$ cat src/rtl/fractal_sync_arbiter.sv
// Purpose: round-robin arbiter that lets N_REQ local requesters share one fractal sync-tree leaf port.
// Latency: req_i->sync_o 1 cycle, wake_i rise->ack_o 1 cycle, wake_i fall->done_o 1 cycle.
// Backpressure: one transaction at a time; other requests stay pending and are served in pointer order.
// Optional feature: define FRACTAL_SYNC_ARBITER_LVL_CHECK_EN to reject level-0 syncs locally with an error.
module fractal_sync_arbiter #(
  parameter int N_REQ     = 4,
  parameter int LVL_WIDTH = 4
) (
  input  logic                       clk_i,
  input  logic                       rstn_i,
  input  logic [N_REQ-1:0]           req_i,
  input  logic [N_REQ*LVL_WIDTH-1:0] req_level_i,
  output logic [N_REQ-1:0]           done_o,
  output logic [N_REQ-1:0]           error_o,
  output logic                       busy_o,
  output logic                       sync_o,
  output logic [LVL_WIDTH-1:0]       level_o,
  output logic                       ack_o,
  input  logic                       wake_i,
  input  logic                       error_i
);

  localparam int GW = (N_REQ > 1) ? $clog2(N_REQ) : 1;
  localparam logic [GW-1:0] LAST_IDX = GW'(N_REQ - 1);

  typedef enum logic [2:0] {
    IDLE      = 3'd0,
    ISSUE     = 3'd1,
    WAIT_WAKE = 3'd2,
    ACK       = 3'd3,
    WAIT_DROP = 3'd4,
    RESP      = 3'd5
  } state_e;

  state_e               state_q, state_d;
  logic [GW-1:0]        ptr_q, ptr_d;
  logic [GW-1:0]        grant_q, grant_d;
  logic [LVL_WIDTH-1:0] level_q, level_d;
  logic                 err_q, err_d;

  // Arbitration candidates: first request at or above the pointer wins,
  // otherwise the first request below it (wrap-around).
  logic                 hi_found, lo_found;
  logic [GW-1:0]        hi_idx, lo_idx;
  logic [LVL_WIDTH-1:0] hi_lvl, lo_lvl;
  logic                 any_req;
  logic [GW-1:0]        pick_idx;
  logic [LVL_WIDTH-1:0] pick_lvl;

  // Round-robin pick starting at the pointer, split into an upper and a wrapped lower search.
  always_comb begin
    hi_found = 1'b0;
    lo_found = 1'b0;
    hi_idx   = '0;
    lo_idx   = '0;
    hi_lvl   = '0;
    lo_lvl   = '0;
    for (int i = 0; i < N_REQ; i++) begin
      if (req_i[i]) begin
        if (GW'(i) >= ptr_q) begin
          if (!hi_found) begin
            hi_found = 1'b1;
            hi_idx   = GW'(i);
            hi_lvl   = req_level_i[i*LVL_WIDTH +: LVL_WIDTH];
          end
        end else if (!lo_found) begin
          lo_found = 1'b1;
          lo_idx   = GW'(i);
          lo_lvl   = req_level_i[i*LVL_WIDTH +: LVL_WIDTH];
        end
      end
    end
    any_req  = hi_found | lo_found;
    pick_idx = hi_found ? hi_idx : lo_idx;
    pick_lvl = hi_found ? hi_lvl : lo_lvl;
  end

  // Next-state and Moore outputs; outputs depend only on state and latched registers.
  always_comb begin
    state_d = state_q;
    ptr_d   = ptr_q;
    grant_d = grant_q;
    level_d = level_q;
    err_d   = err_q;
    done_o  = '0;
    error_o = '0;
    sync_o  = 1'b0;
    ack_o   = 1'b0;
    level_o = '0;
    busy_o  = (state_q != IDLE);

    case (state_q)
      IDLE: begin
        if (any_req) begin
          grant_d = pick_idx;
          level_d = pick_lvl;
          err_d   = 1'b0;
`ifdef FRACTAL_SYNC_ARBITER_LVL_CHECK_EN
          // Level 0 is not a legal tree level: answer locally with an error.
          if (pick_lvl == '0) begin
            err_d   = 1'b1;
            state_d = RESP;
          end else begin
            state_d = ISSUE;
          end
`else
          state_d = ISSUE;
`endif
        end
      end
      ISSUE: begin
        sync_o  = 1'b1;
        level_o = level_q;
        state_d = WAIT_WAKE;
      end
      WAIT_WAKE: begin
        level_o = level_q;
        if (wake_i) begin
          err_d   = error_i;
          state_d = ACK;
        end
      end
      ACK: begin
        ack_o   = 1'b1;
        level_o = level_q;
        state_d = WAIT_DROP;
      end
      WAIT_DROP: begin
        level_o = level_q;
        if (!wake_i) begin
          state_d = RESP;
        end
      end
      RESP: begin
        done_o[grant_q]  = 1'b1;
        error_o[grant_q] = err_q;
        ptr_d            = (grant_q == LAST_IDX) ? '0 : grant_q + GW'(1);
        state_d          = IDLE;
      end
      default: begin
        state_d = IDLE;
      end
    endcase
  end

  // State and latched transaction registers, cleared asynchronously.
  always_ff @(posedge clk_i or negedge rstn_i) begin
    if (!rstn_i) begin
      state_q <= IDLE;
      ptr_q   <= '0;
      grant_q <= '0;
      level_q <= '0;
      err_q   <= 1'b0;
    end else begin
      state_q <= state_d;
      ptr_q   <= ptr_d;
      grant_q <= grant_d;
      level_q <= level_d;
      err_q   <= err_d;
    end
  end

endmodule

$ cat config.mk
export PLATFORM = sky130hd
export DESIGN_NAME = fractal_sync_arbiter
export DESIGN_NICKNAME = d
export VERILOG_FILES = /design/src/rtl/fractal_sync_arbiter.sv
export SDC_FILE = /design/constraint.sdc
export NUM_CORES = 1
export LEC_CHECK = 0
export ABC_AREA = 1
export CORE_MARGIN = 2
export CORE_UTILIZATION = 35
export CTS_BUF_LIST = sky130_fd_sc_hd__clkbuf_8
export DETAILED_ROUTE_END_ITERATION = 16
export GPL_TIMING_DRIVEN = 0
export SYNTH_ARGS = -nofsm -noshare
export SYNTH_HDL_FRONTEND = slang
export SYNTH_SLANG_ARGS = --single-unit
$ cat constraint.sdc
create_clock -name clk_i -period 2 [get_ports clk_i]
set_input_delay 0.4 -clock clk_i [delete_from_list [all_inputs] [get_ports clk_i]]
set_output_delay 0.4 -clock clk_i [all_outputs]
set_load 0.03 [all_outputs]
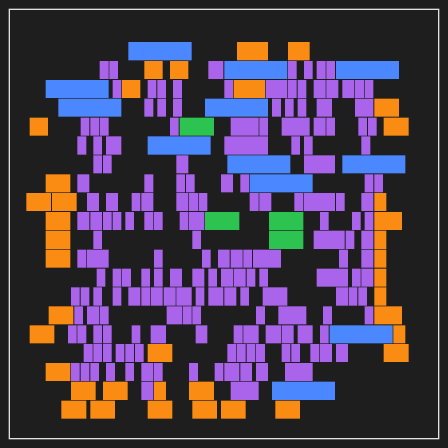
Figure 1: placed cells, one color a class.
orange -> remaining buffers and delay cells  # cells 38, share of their area 22%
purple -> remaining logic cells  # cells 183, share of their area 56%
blue -> registers  # cells 12, share of their area 19%
green -> clock drivers and dummy loads  # cells 4, share of their area 3.5%

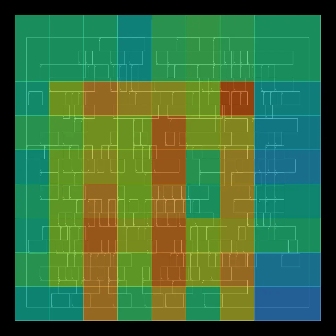
Figure 2: congestion heat map.
WL per Instance: 10.0 um
Total GRT Usage: 0.165

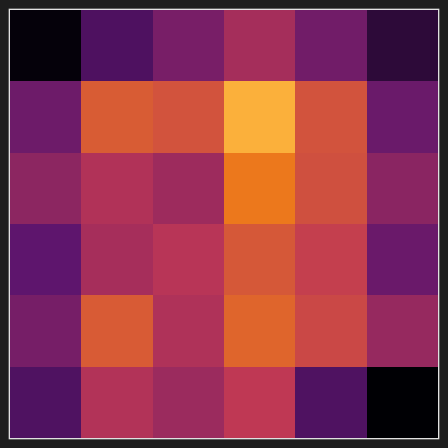
Figure 3: placement density heat map.
6 x 6 tiles, from black (low) to pale yellow (high), 0 to 100% covered.
fullest tile = 83%
mean over tiles = 41%
nearly empty tiles = 5.6%
tiles over 75% full = 2.8%

==> impl_metrics.ini <==
; generated from flow reports
[outcome]
status = completed

[yosys]
ys_area_sq_um = 1160
simple_gate_share = 0.492
ys_seq_frac = 0.258
netlist_area_sq_um = 1160
fa_ha_area_frac = 0.0430
synth_flops = 12
yosys.area_share.aoi = 0.0752
synthCells = 196
topCombFamilyByArea = simple AND/OR/NAND/NOR gates
ys.flop_type = dfrtp_1
top_area_frac = 0.258

[final_timing]
timing.final.crit_share = 0.955
setup_viol = 0
grt_setup_unrepaired = yes
hold_slack_ns = 0.483
worst_pin_slew_ns = 0.571

[layout]
ff_latch_area_sq_um = 300
syn2layout_area_growth_pct = 40.0
lay_top_cells = nand2_1 (57), inv_1 (35), nor2_1 (23)
dominant_cells = multi-input combinational cells
drive_above_1_share = 0.156
clock_buffers = 4
nets = 266
num_antenna_cells = 0
buffers = 38
seq_cell_count = 12
nonClkBufAreaFrac = 0.210
fin_cells = 281

[worst_setup_path]
cp_num_buf_inv = 3
rrSetupSlack_ns = 0.41
path_delay_family = flip-flops
crit_path_frequent_cell = nor2_2
path_cells = inv_2 -> nand2_1 -> nor2_2 -> inv_1 -> o21ai_2 -> nor2_2 -> nor2_1 -> buf_4
r2r_cells = 8
worst-path-stages = 8
cp_max_fo = 4

[die]
core_sq_um = 3100
ios = 39
die_area_sq_um = 3810

[route]
vias_per_cell = 4.64
topRoutingLayerUsed = met4
drt-total-wl_um = 2820
wl_met1_um = 1250
route.met2.wl_um = 1400
firstDrtPassIters = 4
postRouteAntennaNets = 0

[pwr]
pwr-share-seq = 0.232
sequentialPower_uw = 469
pg_clk_uw = 272
p_int_uw = 977
power-per-cell-area_nw_per_um2 = 1240
power.switching_uw = 1050
power_leader = combinational cells
comb_power_uw = 1280

[cts]
clkLatencyLatePin_ns = 0.24
cts_setup_buffers = 0
ctsHtreeMaxLevel = 1
numCtsBuffers = 3

[global_routing]
gr-usage-met2 = 0.281
antenna_found_initial = 0
grtUsageMet1 = 0.211

[placed_design]
dp_slack_ns = -0.246
dp_hpwl_um = 2380
gp_congestion = 0.825

[min_path]
hold_path.class = reg2reg

[flow_run]
maxCapViolCount = 0
Power figures rest on the tool's default switching activity, not on a simulated workload.
